Fig. 1: run 1, clock distribution
Scale: 4 px per um.
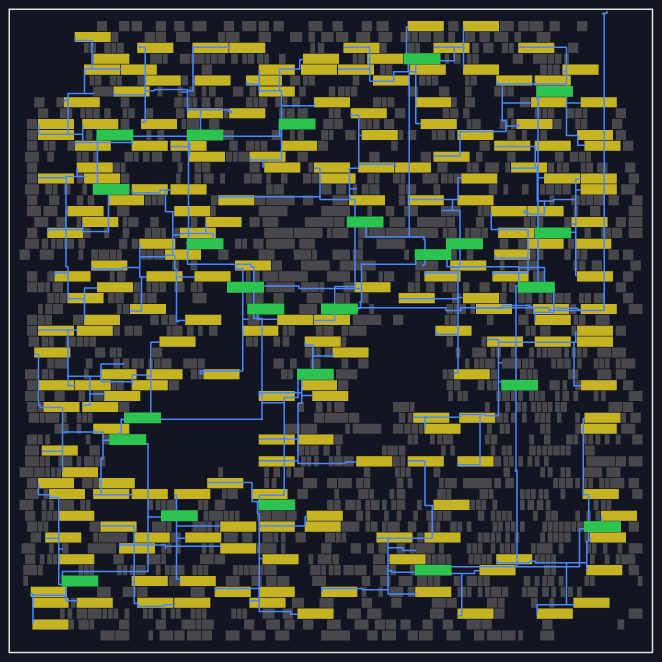
Fig. 2: run 1, placement view
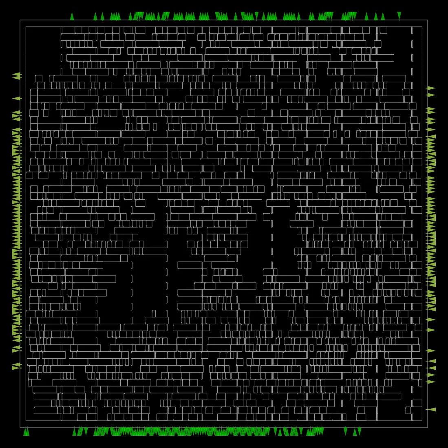
Fig. 3: run 1, placement by cell class
Scale: 1.5 px per um. Fill, decap, tap and diode cells in grey.
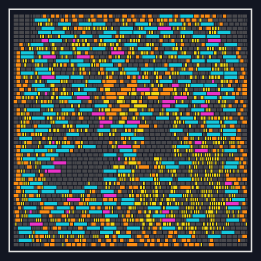
`config.mk`:
```
export PLATFORM = sky130hd
export DESIGN_NAME = mmu_bus_master_flat
export DESIGN_NICKNAME = d
export VERILOG_FILES = /design/src/rtl/mmu_bus_master_if.sv /design/src/rtl/mmu_bus_master.sv /design/src/flat_wrapper.sv
export SDC_FILE = /design/constraint.sdc
export NUM_CORES = 1
export LEC_CHECK = 0
export ABC_AREA = 1
export CORE_MARGIN = 2
export CORE_UTILIZATION = 39
export DETAILED_ROUTE_END_ITERATION = 6
export PLACE_DENSITY_LB_ADDON = 0.12
export RECOVER_POWER = 25
export SLEW_MARGIN = 20
export SYNTH_ARGS = -nofsm -noshare
export SYNTH_HDL_FRONTEND = slang
export SYNTH_SLANG_ARGS = --single-unit
```
`constraint.sdc`:
```
create_clock -name clk -period 1.85 [get_ports clk]
set_input_delay 0.37 -clock clk [delete_from_list [all_inputs] [get_ports clk]]
set_output_delay 0.37 -clock clk [all_outputs]
set_load 0.05 [all_outputs]
```
`src/rtl/mmu_bus_master_if.sv`:
```
// CPU request/response and Wishbone-style bus signals of mmu_bus_master.
// The master modport is the block's view; slave is the view of whatever drives it.
interface mmu_bus_master_if #(
    parameter int LINE_WORDS = 4
);
    logic                    req_valid;
    logic                    req_ready;
    logic                    req_we;
    logic [31:0]             req_addr;
    logic [3:0]              req_strb;
    logic [31:0]             req_wdata;
    logic                    rsp_valid;
    logic                    rsp_err;
    logic [32*LINE_WORDS-1:0] rsp_rdata;
    logic                    m_cyc;
    logic                    m_we;
    logic [3:0]              m_strb;
    logic [31:0]             m_addr;
    logic [31:0]             m_data_o;
    logic                    m_ack;
    logic [31:0]             m_data_i;

    modport master (
        input  req_valid, req_we, req_addr, req_strb, req_wdata, m_ack, m_data_i,
        output req_ready, rsp_valid, rsp_err, rsp_rdata,
               m_cyc, m_we, m_strb, m_addr, m_data_o
    );

    modport slave (
        output req_valid, req_we, req_addr, req_strb, req_wdata, m_ack, m_data_i,
        input  req_ready, rsp_valid, rsp_err, rsp_rdata,
               m_cyc, m_we, m_strb, m_addr, m_data_o
    );
endinterface

```
`src/rtl/mmu_bus_master.sv`:
```
// Bus master for the CPU memory unit: line fills as LINE_WORDS single-word beats, or one strobed write.
// Optional per-beat ack timeout enabled by defining BUS_TIMEOUT_EN.
module mmu_bus_master #(
    parameter int LINE_WORDS     = 4,
    parameter int TIMEOUT_CYCLES = 255
) (
    input  logic             clk,
    input  logic             rst_n,
    mmu_bus_master_if.master bus
);
    localparam int BEAT_W = (LINE_WORDS > 1) ? $clog2(LINE_WORDS) : 1;
    localparam int OFF_W  = $clog2(LINE_WORDS * 4);
    localparam logic [BEAT_W-1:0] LAST_BEAT = BEAT_W'(LINE_WORDS - 1);

    if (LINE_WORDS < 2 || (LINE_WORDS & (LINE_WORDS - 1)) != 0 || TIMEOUT_CYCLES < 1) begin : g_bad_cfg
        $error("mmu_bus_master: LINE_WORDS must be a power of 2 >= 2, TIMEOUT_CYCLES >= 1");
    end

    typedef enum logic [1:0] {
        ST_IDLE,
        ST_BUS,
        ST_GAP,
        ST_RESP
    } state_e;

    state_e                   state_q, state_d;
    logic [BEAT_W-1:0]        beat_q, beat_d;
    logic                     m_cyc_q, m_cyc_d;
    logic                     m_we_q, m_we_d;
    logic [3:0]               m_strb_q, m_strb_d;
    logic [31:0]              m_addr_q, m_addr_d;
    logic [31:0]              m_data_o_q, m_data_o_d;
    logic                     rsp_valid_q, rsp_valid_d;
    logic [32*LINE_WORDS-1:0] rsp_rdata_q, rsp_rdata_d;
    logic                     last_beat;

`ifdef BUS_TIMEOUT_EN
    localparam int TMO_W = (TIMEOUT_CYCLES > 1) ? $clog2(TIMEOUT_CYCLES + 1) : 1;
    localparam logic [TMO_W-1:0] TMO_LAST = TMO_W'(TIMEOUT_CYCLES - 1);

    logic [TMO_W-1:0] tmo_q, tmo_d;
    logic             rsp_err_q, rsp_err_d;
`endif

    // A write is always a single beat; a read ends on the last word of the line.
    assign last_beat = m_we_q || (beat_q == LAST_BEAT);

    // NOTE: every variable gets its hold/default value first so no path leaves it unassigned (no latches).
    always_comb begin
        state_d     = state_q;
        beat_d      = beat_q;
        m_cyc_d     = m_cyc_q;
        m_we_d      = m_we_q;
        m_strb_d    = m_strb_q;
        m_addr_d    = m_addr_q;
        m_data_o_d  = m_data_o_q;
        rsp_valid_d = 1'b0;
        rsp_rdata_d = rsp_rdata_q;
`ifdef BUS_TIMEOUT_EN
        tmo_d       = tmo_q;
        rsp_err_d   = 1'b0;
`endif

        unique case (state_q)
            ST_IDLE: begin
                if (bus.req_valid) begin
                    state_d = ST_BUS;
                    beat_d  = '0;
                    m_cyc_d = 1'b1;
`ifdef BUS_TIMEOUT_EN
                    tmo_d   = '0;
`endif
                    if (bus.req_we) begin
                        m_we_d     = 1'b1;
                        m_addr_d   = {bus.req_addr[31:2], 2'b00};
                        m_strb_d   = bus.req_strb;
                        m_data_o_d = bus.req_wdata;
                    end else begin
                        m_we_d   = 1'b0;
                        m_addr_d = {bus.req_addr[31:OFF_W], {OFF_W{1'b0}}};
                        m_strb_d = 4'hF;
                    end
                end
            end

            ST_BUS: begin
                if (bus.m_ack) begin
                    if (!m_we_q) begin
                        rsp_rdata_d[32*beat_q +: 32] = bus.m_data_i;
                    end
                    m_cyc_d = 1'b0;
                    if (last_beat) begin
                        state_d     = ST_RESP;
                        rsp_valid_d = 1'b1;
                    end else begin
                        state_d = ST_GAP;
                    end
                end
`ifdef BUS_TIMEOUT_EN
                // An ack on the expiry cycle is taken above; only a silent slave times out.
                else if (tmo_q == TMO_LAST) begin
                    m_cyc_d     = 1'b0;
                    state_d     = ST_RESP;
                    rsp_valid_d = 1'b1;
                    rsp_err_d   = 1'b1;
                end else begin
                    tmo_d = tmo_q + TMO_W'(1);
                end
`endif
            end

            ST_GAP: begin
                state_d  = ST_BUS;
                m_cyc_d  = 1'b1;
                m_addr_d = m_addr_q + 32'd4;
                beat_d   = beat_q + BEAT_W'(1);
`ifdef BUS_TIMEOUT_EN
                tmo_d    = '0;
`endif
            end

            ST_RESP: begin
                state_d = ST_IDLE;
            end

            default: begin
                state_d = ST_IDLE;
                m_cyc_d = 1'b0;
            end
        endcase
    end

    // NOTE: state registers use non-blocking assignments so all flops update from pre-edge values.
    always_ff @(posedge clk or negedge rst_n) begin
        if (!rst_n) begin
            state_q     <= ST_IDLE;
            beat_q      <= '0;
            m_cyc_q     <= 1'b0;
            m_we_q      <= 1'b0;
            m_strb_q    <= 4'h0;
            m_addr_q    <= 32'h0;
            m_data_o_q  <= 32'h0;
            rsp_valid_q <= 1'b0;
            // NOTE: the line buffer is reset too, since software may look at rsp_rdata before any fill.
            rsp_rdata_q <= '0;
        end else begin
            state_q     <= state_d;
            beat_q      <= beat_d;
            m_cyc_q     <= m_cyc_d;
            m_we_q      <= m_we_d;
            m_strb_q    <= m_strb_d;
            m_addr_q    <= m_addr_d;
            m_data_o_q  <= m_data_o_d;
            rsp_valid_q <= rsp_valid_d;
            rsp_rdata_q <= rsp_rdata_d;
        end
    end

`ifdef BUS_TIMEOUT_EN
    always_ff @(posedge clk or negedge rst_n) begin
        if (!rst_n) begin
            tmo_q     <= '0;
            rsp_err_q <= 1'b0;
        end else begin
            tmo_q     <= tmo_d;
            rsp_err_q <= rsp_err_d;
        end
    end

    assign bus.rsp_err = rsp_err_q;
`else
    assign bus.rsp_err = 1'b0;
`endif

    assign bus.req_ready = (state_q == ST_IDLE);
    assign bus.rsp_valid = rsp_valid_q;
    assign bus.rsp_rdata = rsp_rdata_q;
    assign bus.m_cyc     = m_cyc_q;
    assign bus.m_we      = m_we_q;
    assign bus.m_strb    = m_strb_q;
    assign bus.m_addr    = m_addr_q;
    assign bus.m_data_o  = m_data_o_q;
endmodule

```
`src/flat_wrapper.sv`:
```
// flat-port wrapper written by rule: the top's interface ports become plain ports
module mmu_bus_master_flat 
#(
    parameter int LINE_WORDS     = 4,
    parameter int TIMEOUT_CYCLES = 255
)
  (clk, rst_n, bus_req_valid, bus_req_we, bus_req_addr, bus_req_strb, bus_req_wdata, bus_m_ack, bus_m_data_i, bus_req_ready, bus_rsp_valid, bus_rsp_err, bus_rsp_rdata, bus_m_cyc, bus_m_we, bus_m_strb, bus_m_addr, bus_m_data_o);
  mmu_bus_master_if #(.LINE_WORDS(LINE_WORDS)) bus_i ();
  input  logic clk;
  input  logic rst_n;
  input wire logic [$bits(bus_i.req_valid)-1:0] bus_req_valid;
  input wire logic [$bits(bus_i.req_we)-1:0] bus_req_we;
  input wire logic [$bits(bus_i.req_addr)-1:0] bus_req_addr;
  input wire logic [$bits(bus_i.req_strb)-1:0] bus_req_strb;
  input wire logic [$bits(bus_i.req_wdata)-1:0] bus_req_wdata;
  input wire logic [$bits(bus_i.m_ack)-1:0] bus_m_ack;
  input wire logic [$bits(bus_i.m_data_i)-1:0] bus_m_data_i;
  output wire logic [$bits(bus_i.req_ready)-1:0] bus_req_ready;
  output wire logic [$bits(bus_i.rsp_valid)-1:0] bus_rsp_valid;
  output wire logic [$bits(bus_i.rsp_err)-1:0] bus_rsp_err;
  output wire logic [$bits(bus_i.rsp_rdata)-1:0] bus_rsp_rdata;
  output wire logic [$bits(bus_i.m_cyc)-1:0] bus_m_cyc;
  output wire logic [$bits(bus_i.m_we)-1:0] bus_m_we;
  output wire logic [$bits(bus_i.m_strb)-1:0] bus_m_strb;
  output wire logic [$bits(bus_i.m_addr)-1:0] bus_m_addr;
  output wire logic [$bits(bus_i.m_data_o)-1:0] bus_m_data_o;
  assign bus_i.req_valid = bus_req_valid;
  assign bus_i.req_we = bus_req_we;
  assign bus_i.req_addr = bus_req_addr;
  assign bus_i.req_strb = bus_req_strb;
  assign bus_i.req_wdata = bus_req_wdata;
  assign bus_i.m_ack = bus_m_ack;
  assign bus_i.m_data_i = bus_m_data_i;
  assign bus_req_ready = bus_i.req_ready;
  assign bus_rsp_valid = bus_i.rsp_valid;
  assign bus_rsp_err = bus_i.rsp_err;
  assign bus_rsp_rdata = bus_i.rsp_rdata;
  assign bus_m_cyc = bus_i.m_cyc;
  assign bus_m_we = bus_i.m_we;
  assign bus_m_strb = bus_i.m_strb;
  assign bus_m_addr = bus_i.m_addr;
  assign bus_m_data_o = bus_i.m_data_o;
  mmu_bus_master #(.LINE_WORDS(LINE_WORDS), .TIMEOUT_CYCLES(TIMEOUT_CYCLES)) u_core (.clk(clk), .rst_n(rst_n), .bus(bus_i));
endmodule
```
==> flow_metrics.tcl, run 1 <==
# yosys + openroad results
set metrics [dict create \
    path_class "flop to primary output" \
    fillers 2253 \
    seqCellArea_um2 5030 \
    vdd_drop_max_v 0.0009934 \
    drtIter0Drc 667 \
    topCellsByArea "dfrtp_1, nand2_1, o21ai_1" \
    ys_cells 1139 \
    syn_inst 1139 \
    r2r_start "u_core.beat_q[1]" \
    clock_skew_ns 0.009178 \
    vias 9034 \
    gp_congestion 0.8503 \
    r2r_slack_ns 0.10 \
    final_common_cell "nand2_1" \
    cts_htree_levels 1 \
    setup_viol 0 \
    status "finished clean" \
    slowest_stage "dlygate4sd2_1" \
    yosys_warnings 0 \
    place_inst 1742 \
    post-synth-top-area-cell "dfrtp_1" \
    whs_path_depth 3 \
    fin_nets 1558 \
    portBuffers 300 \
    maxCapViolations 0 \
    drc_errors 0 \
    syn_area_um2 9544 \
    slowest_delay_ns 0.53 \
    setup.worst_path.end_class "primary output" \
    critPathBufInv 1 \
    gr-total-overflow 0 \
    clk_path_buf_depth 3 \
    chipArea_um2 25740 \
    grt_pass1_wl_um 48800 \
    rsz0062_at_grt "yes" \
    layout_top_cells "nand2_1, buf_4, dfrtp_1" \
    critPathMaxFanout 2 \
    ys_area_um2 9544 \
    drive_above_1_share_pct 21.74 \
    path_delay_family "buffers and inverters" \
    top_area_share_pct 52.70 \
    hold_path.class "primary input to flop" \
    viasPerCell 5.055 \
    p_leak_nw 6.948 \
    clk_latency_ns 0.51 \
    start_kind "flop" \
    fp_util_pct 39.48 \
    first_pass_iters 5 \
    die_y_um 160.4 \
    cts-root-buf "clkbuf_16" \
    grt_pass1_vias 8550 \
    crit_arrival_ns 1.39 \
    post-cts-setup-buffer-count 0 \
    whs_endpoint "u_core.bus.m_data_o[23]" \
    wl_per_cell_um 17.46 \
    ys.flops 201 \
    place_area_um2 12660 \
    routed_wirelength_um 31200 \
    avgSynthCellArea_um2 8.379 \
    holdCritStartpoint "bus_req_wdata[23]" \
    cts_sinks 201 \
    ys_seq_share_pct 52.70 \
    finalHoldViolCount 0 \
    ios 306 \
    drtAntennaViolNets 0 \
    reg2reg_depth 8 \
    power.density_nw_per_um2 1747 \
    period_used_pct 95.22 \
    antenna_found_initial 0 \
    cp_cell_sequence "dlygate4sd2_1" \
    slew_headroom_pct 19.68 \
    yosysUniqueCellTypes 39 \
    worst_pin_slew_ns 1.205 \
    clk_pin_slew_ns 0.06 \
    fp.dieW_um 160.4 \
    cp.required_ns 1.48 \
]
## Picture notes: Fig. 1
[flip-flops] yellow | count: 201
[clock wires] blue | length: 2820 um
[clock drivers] green | count: 24
routed clock nets: 25
flops lie: widely spread

## Picture notes: Fig. 2
seq_cells: 201
post-route insts no fill: 1787
register share of the cell area: 37.42%
core region area: 24180 um2

## Picture notes: Fig. 3
| class | colour | cells | share of their area |
|---|---|---|---|
| clock drivers and dummy loads | magenta | 43 | 5.9% |
| flops | cyan | 201 | 39% |
| other buffers and delay cells | orange | 356 | 25% |
| combinational and other logic | yellow | 863 | 31% |
Finished Cell Area: 13440 um2
Core Util, Final: 55.60%
Site Rows: 57

-- run 1: state kept, by name, summed over array words and instances, names as in the netlist --
name / flops
u_core.bus.m_cyc: 1
u_core.bus.m_data_o: 32
u_core.bus.rsp_valid: 1
u_core.state_q: 2
u_core.bus.m_we: 1
u_core.bus.m_strb: 4
u_core.beat_q: 2
u_core.bus.m_addr: 30
u_core.bus.rsp_rdata: 128
-- run 1: timing repair --
item                                    in CTS  in global routing
hold endpoints to repair                    36                  0
endpoints found under the setup margin       7                 42
resized                                      7                  7
hold buffers                                 1                  0
cloned                                       0                  1
-- run 1: per-stage QoR --
| step | setup WS, ns | hold slack (ns) |
|---|---|---|
| CTS | 0.03147 | 0.3576 |
| global route | -0.03070 | 0.3913 |
| finish | 0.08850 | 0.3897 |
| floorplan | -0.02361 | 0.07441 |
| detailed placement | 0.0007362 | 0.3383 |
| global placement | 0.01753 | 0.3374 |
-- run 1: per-layer routing --
| metal | vias to the layer above | GRT usage [%] | share of wire (%) |
|---|---|---|---|
| li1 | 4382 | - | - |
| met1 | 4318 | 33.06 | 45 |
| met2 | 293 | 37.32 | 47 |
| met3 | 41 | 4.700 | 6.5 |
| met4 | 0 | 6.102 | 2.2 |
| met5 | - | 0 | 0 |
-- run 1: power breakdown --
group,internal [mW],leakage (nW),switching (mW)
clock network,2.67,0.383,1.88
registers,5.62,2.65,1.02
logic,3.56,3.92,8.73
-- run 1: area by class of cell --
class	instances	share of cell area (%)
Sequential cell	201	37.42
Multi-Input combinational cell	815	28.70
Timing Repair Buffer	356	23.84
Clock buffer	36	5.324
Tap cell	324	3.016
Inverter	48	1.340
Clock inverter	7	0.3723
-- run 1: synthesized netlist by cell type (all sizes together) --
| cell | count |
|---|---|
| a211oi | 2 |
| a21boi | 3 |
| a21oi | 6 |
| a22oi | 2 |
| a32oi | 1 |
| and2 | 1 |
| buf | 57 |
| clkbuf | 20 |
| conb | 1 |
| dfrtp | 201 |
| ha | 7 |
| inv | 48 |
| nand2 | 359 |
| nand3 | 111 |
| nand4 | 58 |
| nor2 | 94 |
| nor3 | 4 |
| o21ai | 149 |
| o21bai | 1 |
| o22a | 4 |
| o22ai | 6 |
| o31ai | 1 |
| o32ai | 1 |
| xnor2 | 1 |
| xor2 | 1 |
-- run 1: cells by family after synthesis --
logic type,count (synthesis),synth area share (%)
AND/OR/NAND/NOR,627,28.80
flip-flops,201,52.70
AND-OR/OR-AND,176,10.02
buffers and inverters,125,7.341
adder cells (fa/ha/maj),7,0.9176
XOR/XNOR,2,0.1836
other,1,0.03929
-- run 1: worst max-delay path by stage --
stage	startpoint	to	slack (ns)	cells past startpoint
final	u_core.bus.m_data_o[26]	bus_m_data_o[26]	0.09	1
after floorplan	u_core.beat_q[0]	u_core.bus.rsp_rdata[42]	-0.02	8
after global routing	u_core.bus.m_addr[3]	u_core.bus.m_addr[26]	-0.03	10
after global placement	bus_m_ack	u_core.bus.rsp_rdata[127]	0.02	8
after CTS	u_core.beat_q[0]	u_core.bus.rsp_rdata[20]	0.03	8
after detailed placement	bus_m_ack	u_core.bus.rsp_rdata[15]	0.0007	7
Fig. 4: run 1, signal wires by layer
Scale: 2 px per um. Two of the layers only.
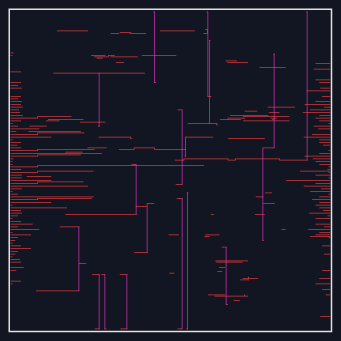

==> run 2: changes to the inputs <==
--- a/config.mk
+++ b/config.mk
@@ -6,8 +6,9 @@
 export NUM_CORES = 1
 export LEC_CHECK = 0
 export ABC_AREA = 1
+export CORE_ASPECT_RATIO = 1.1
 export CORE_MARGIN = 2
-export CORE_UTILIZATION = 39
+export CORE_UTILIZATION = 40
 export DETAILED_ROUTE_END_ITERATION = 6
 export PLACE_DENSITY_LB_ADDON = 0.12
 export RECOVER_POWER = 25
Fig. 5: run 2, signal wires by layer
Scale: 2 px per um. Two of the layers only.
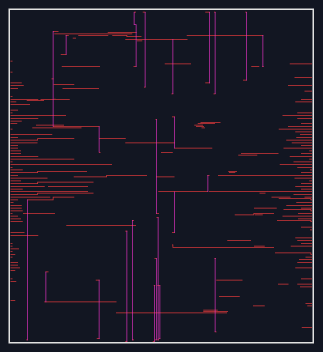
| layer | colour | wire length |
|---|---|---|
| metal 3 | red | 2060 um |
| metal 4 | magenta | 802 um |
Routed WL: 31010 um
routed len/inst: 17.55 um
gr usage total: 24.39%
routed via count: 9011

==> run 2 against run 1 <==
  * Register-to-register slack better by 0.05 ns
  * Non-clock buffer count is 3 higher
  * Largest power group unchanged
  * Worst setup slack got worse by 0.014 ns
  * Critical path type unchanged
  * Clock skew fell by 0.0033 ns
==> flow_metrics.tcl, run 2 <==
# yosys + openroad results
set metrics [dict create \
    status "finished clean" \
    yosys_warnings 0 \
    final_common_cell "nand2_1" \
    ys_cells 1139 \
    p_sw_mw 11.48 \
    met3_usage_pct 4.258 \
    post-cts-setup-buffer-count 0 \
    switching_share_pct 49.67 \
    topCellsByArea "dfrtp_1, nand2_1, o21ai_1" \
    slowest_stage "dlygate4sd2_1" \
    critPathBufInv 1 \
    ys_seq_share_pct 52.70 \
    grt_pass1_vias 8754 \
    drive_above_1_share_pct 21.82 \
    clk_latency_ns 0.52 \
    comb_power_share_pct 52.5 \
    avgSynthCellArea_um2 8.379 \
    path_class "flop to primary output" \
    finalHoldViolCount 0 \
    row_count 59 \
    fp.dieW_um 151.3 \
    period_used_pct 95.97 \
    place_area_um2 12580 \
    rsz0062_at_grt "no" \
    largest_register_ff_count 128 \
    holdCritStartpoint "bus_req_wdata[8]" \
    grt_pass1_wl_um 48610 \
    ys_async_sr_fraction_pct 100.0 \
    viasPerCell 5.100 \
    grt_util_met2_pct 39.88 \
    die_y_um 166.0 \
    cts-root-buf "clkbuf_16" \
    whs_path_depth 3 \
    syn_inst 1139 \
    slew_headroom_pct 45.59 \
    power_frac_clock_pct 18.9 \
    fillers 2181 \
    clk_path_buf_depth 3 \
    clk_pin_slew_ns 0.06 \
    ys.flops 201 \
    start_kind "flop" \
    p_seq_share_pct 28.7 \
    clock_skew_ns 0.005834 \
]
Fig. 6: run 2, PDN straps and rails
Scale: 2 px per um. Pins as bars on the die edge.
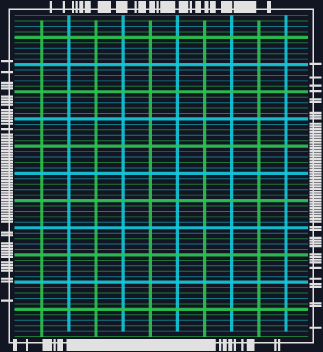
| net | colour |
|---|---|
| VDD | cyan |
| VSS | green |
met1 rails: 60
met5 straps: 11
met4 straps: 10
rows: 59
signal pins: 306

[run 2: cell counts after synthesis]
No cell type changed its count.
[run 2: cell families after synthesis]
kind of cell	share of synthesized area (%)
and+or+nand+nor	28.80
DFF	52.70
AOI/OAI and AO/OA	10.02
buffers and inverters	7.341
adders and majority gates	0.9176
xor gates and xnor gates	0.1836
other	0.03929
[run 2: worst max-delay path by stage]
stage                     slack (ns)  depth (start not counted)                  endpoint                  from
after CTS                      0.004                          3             bus_req_ready     u_core.state_q[1]
after detailed placement       -0.08                          7  u_core.bus.rsp_rdata[69]             bus_m_ack
after global placement         -0.05                          7  u_core.bus.rsp_rdata[71]             bus_m_ack
final                           0.07                          1             bus_m_strb[0]  u_core.bus.m_strb[0]
after floorplan                -0.02                          8  u_core.bus.rsp_rdata[42]      u_core.beat_q[0]
after global routing            0.02                          3             bus_req_ready     u_core.state_q[1]
[run 2: layout make-up]
| cell class | count | area [um2] | area share, % |
|---|---|---|---|
| Multi-Input combinational cell | 815 | 3844 | 28.94 |
| Inverter | 48 | 180.2 | 1.356 |
| Clock buffer | 34 | 686.9 | 5.171 |
| Clock inverter | 5 | 28.78 | 0.2167 |
| Timing Repair Buffer | 359 | 3132 | 23.58 |
| Sequential cell | 201 | 5030 | 37.87 |
| Tap cell | 305 | 381.6 | 2.873 |
[run 2: power by group through the flow]
stage               Clock (mW)  Sequential (mW)  Combinational, mW
floorplan                    0             10.6               3.91
global placement             0             6.65               12.0
detailed placement           0             6.66               12.2
CTS                       4.46             6.61               12.1
global route              4.64             6.81               12.9
finish                    4.37             6.62               12.1
[run 2: timing repair]
action | 4_1_cts | 5_1_grt
gates resized | 9 | 7
endpoints found under the setup margin | 9 | 49
hold endpoints to repair | 26 | 0
hold buffers | 1 | 0
[run 2: metrics by stage]
| step | total power, mW | TNS, ns | hold WS [ns] | instances | worst slack [ns] |
|---|---|---|---|---|---|
| floorplan | 14.55 | -0.4722 | 0.07441 | 1141 | -0.02361 |
| global placement | 18.70 | -0.3092 | 0.2886 | 1727 | -0.04906 |
| detailed placement | 18.83 | -1.267 | 0.2890 | 1727 | -0.07763 |
| CTS | 23.21 | 0 | 0.3133 | 1767 | 0.004445 |
| global route | 24.35 | 0 | 0.3929 | 1767 | 0.02405 |
| finish | 23.11 | 0 | 0.3805 | 1767 | 0.07452 |
[run 2: routing by layer]
| metal | vias up | wire length, um |
|---|---|---|
| met4 | 0 | 801 |
| met5 | - | 0 |
| met3 | 52 | 2059 |
| li1 | 4389 | - |
| met2 | 280 | 15030 |
| met1 | 4290 | 13110 |
Fig. 7: run 2, clock distribution
Scale: 3 px per um.
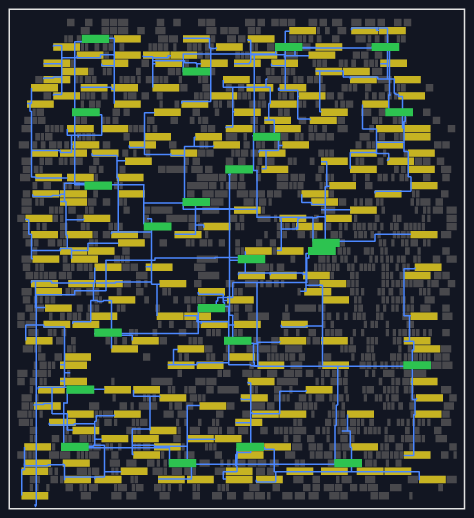

==> run 3: changes to the inputs <==
--- a/config.mk
+++ b/config.mk
@@ -6,7 +6,6 @@
 export NUM_CORES = 1
 export LEC_CHECK = 0
 export ABC_AREA = 1
-export CORE_ASPECT_RATIO = 1.1
 export CORE_MARGIN = 2
 export CORE_UTILIZATION = 40
 export DETAILED_ROUTE_END_ITERATION = 6
Fig. 8: run 3, clock distribution
Scale: 4 px per um.
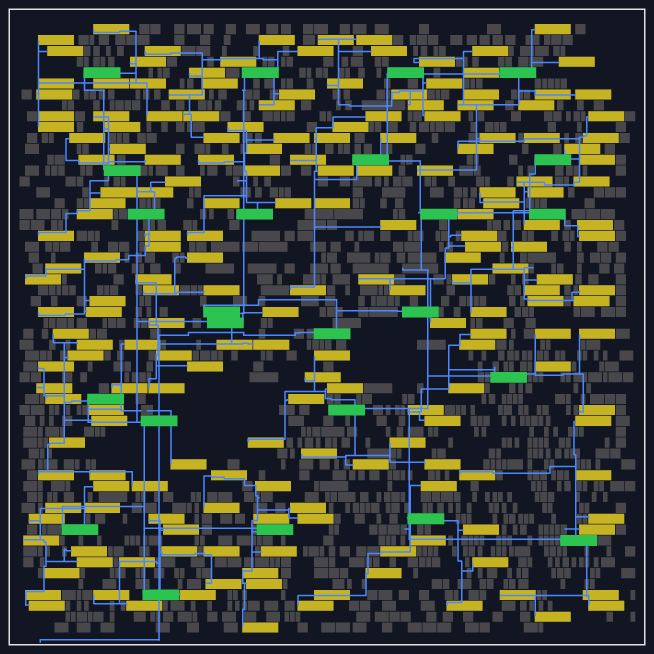
[flip-flops] yellow | count: 201
[clock drivers] green | count: 24
[clock wires] blue | length: 2790 um
flops lie: widely spread
routed clock nets: 25
clock share of power: 19.3%
Max Clock Skew: 0.009988 ns
Clock net power: 4.51 mW
Clock Latency Late Sink: 0.51 ns

==> run 3 against run 2 <==
  * Synthesized cell count did not move
  * Non-clock buffer count fell by 5
  * Hold slack improved by 0.0061 ns
  * Cell count rose by 0.62%
  * Design area rose by 0.70%
  * Core utilization rose by 0.58 points
  * Die size barely moved
  * Global-route usage rose by 0.13 points
  * Clock-buffer cell count fell by 2
  * Sequential power rose by 0.8%
  * Register-to-register slack got worse by 0.02 ns
  * Fmax barely moved
  * Largest cell class unchanged
  * Highest routed layer unchanged
==> flow_metrics.tcl, run 3 <==
# yosys + openroad results
set metrics [dict create \
    status "finished clean" \
    r2r_start "u_core.state_q[1]" \
    layout.area.comb_um2 3857 \
    ys_async_sr_fraction_pct 100.0 \
    drtAntennaViolNets 0 \
    fin_nets 1556 \
    p_sw_mw 11.57 \
    fp.dieW_um 158.5 \
    path_delay_family "buffers and inverters" \
    yosysUniqueCellTypes 39 \
    fin_area_um2 13380 \
    ios 306 \
    wl_per_cell_um 17.49 \
    critPathMaxFanout 2 \
    ys_area_um2 9544 \
    r2r_slack_ns 0.13 \
    drive_above_1_share_pct 21.54 \
    ys_seq_share_pct 52.70 \
    slew_headroom_pct 23.51 \
    portBuffers 300 \
    start_kind "flop" \
    post-synth-top-area-cell "dfrtp_1" \
    yosys_warnings 0 \
    fp_util_pct 40.66 \
    critPathBufInv 1 \
    crit_arrival_ns 1.40 \
    drc_errors 0 \
    ys_cells 1139 \
    cts_htree_levels 1 \
    top_area_share_pct 52.70 \
    largest_register_ff_count 128 \
    power_report.internal_total_mw 11.76 \
    rsz0062_at_grt "no" \
    ys.flops 201 \
    period_used_pct 95.91 \
    worst_pin_slew_ns 1.147 \
    comb_power_share_pct 52.1 \
    setup.worst_path.end_class "primary output" \
    yosysMostFrequentCell "nand2_1" \
    clk_path_buf_depth 3 \
    setup_ws_ns 0.07572 \
    seqCellArea_um2 5030 \
    maxCapViolations 0 \
    cp.required_ns 1.48 \
    cts-root-buf "clkbuf_16" \
    grt_pass1_wl_um 48340 \
    avgSynthCellArea_um2 8.379 \
    hold_path.class "primary input to flop" \
    gp_congestion 0.8419 \
    p_leak_nw 6.909 \
    p_seq_share_pct 28.6 \
    vias 9104 \
    die_y_um 158.5 \
    place_area_um2 12600 \
    edf_count 0 \
]
Fig. 9: run 3, placement view
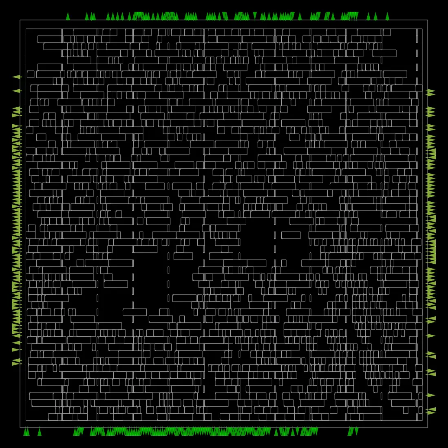
Core Util, Final: 56.98%
register share of the cell area: 37.61%
# fillers: 2172
post-route insts no fill: 1778
Site Rows: 56

[run 3: cell counts after synthesis]
Identical to the previous run, type by type.
[run 3: power groups by stage]
stage               clock network (mW)  logic, mW  registers [mW]
floorplan                            0       3.91            10.6
global placement                     0       12.0            6.70
detailed placement                   0       12.1            6.70
CTS                               4.62       12.1            6.66
global route                      4.80       12.9            6.83
finish                            4.51       12.2            6.67
[run 3: cell type report]
type | instances | area share, %
diodes | 1 | 0.01871
clock buffers | 32 | 5.023
clock inverters | 8 | 0.5332
inverters | 48 | 1.347
multi-input cells | 815 | 28.84
flip-flops and latches | 201 | 37.61
well taps | 319 | 2.984
repair buffers | 354 | 23.65
[run 3: kinds of logic after synthesis]
| group | share of synthesized area (%) |
|---|---|
| XOR/XNOR | 0.1836 |
| AND-OR/OR-AND | 10.02 |
| flip-flops | 52.70 |
| AND/OR/NAND/NOR | 28.80 |
| other | 0.03929 |
| adder cells (fa/ha/maj) | 0.9176 |
| buffers and inverters | 7.341 |
[run 3: repair_timing]
action / in CTS / in global routing
gates cloned: 0 / 1
pin swaps: 0 / 1
endpoints found under the setup margin: 8 / 22
hold buffers: 1 / 0
resized: 8 / 10
buffers inserted: 0 / 0
endpoints found under the hold margin: 32 / 0
[run 3: stage by stage]
| stage | TNS, ns | std cells | hold WS (ns) | utilization [%] |
|---|---|---|---|---|
| after CTS | 0 | 1776 | 0.3602 | 56.83 |
| after global placement | -0.008711 | 1735 | 0.3329 | 53.67 |
| after global routing | 0 | 1777 | 0.3953 | 56.97 |
| final | 0 | 1778 | 0.3866 | 56.98 |
| after floorplan | -0.4722 | 1141 | 0.07441 | - |
| after detailed placement | -0.1748 | 1735 | 0.3322 | 53.67 |
[run 3: how the worst max path moves through the flow]
stage                                   startpoint                       end  slack (ns)  cells past startpoint
final                      u_core.bus.m_data_o[24]          bus_m_data_o[24]        0.08                      1
after global routing                         rst_n     u_core.bus.m_addr[14]        0.01                      3
after detailed placement                 bus_m_ack  u_core.bus.rsp_rdata[29]       -0.02                      7
after global placement                   bus_m_ack  u_core.bus.rsp_rdata[18]      -0.007                      7
after floorplan                   u_core.beat_q[0]  u_core.bus.rsp_rdata[42]       -0.02                      8
after CTS                 u_core.bus.rsp_rdata[19]         bus_rsp_rdata[19]        0.05                      1
[run 3: layer usage]
metal  track usage, %  part of all wire, %  vias to the layer above  routed length, um
met5                0                    0                        -                  0
met4            8.366                  3.5                        0               1095
met3            5.144                  7.7                       62               2392
met2            38.78                   45                      341              14150
met1            33.59                   43                     4315              13470
li1                 -                    -                     4386                  -
Power and IR drop assume default switching activity.
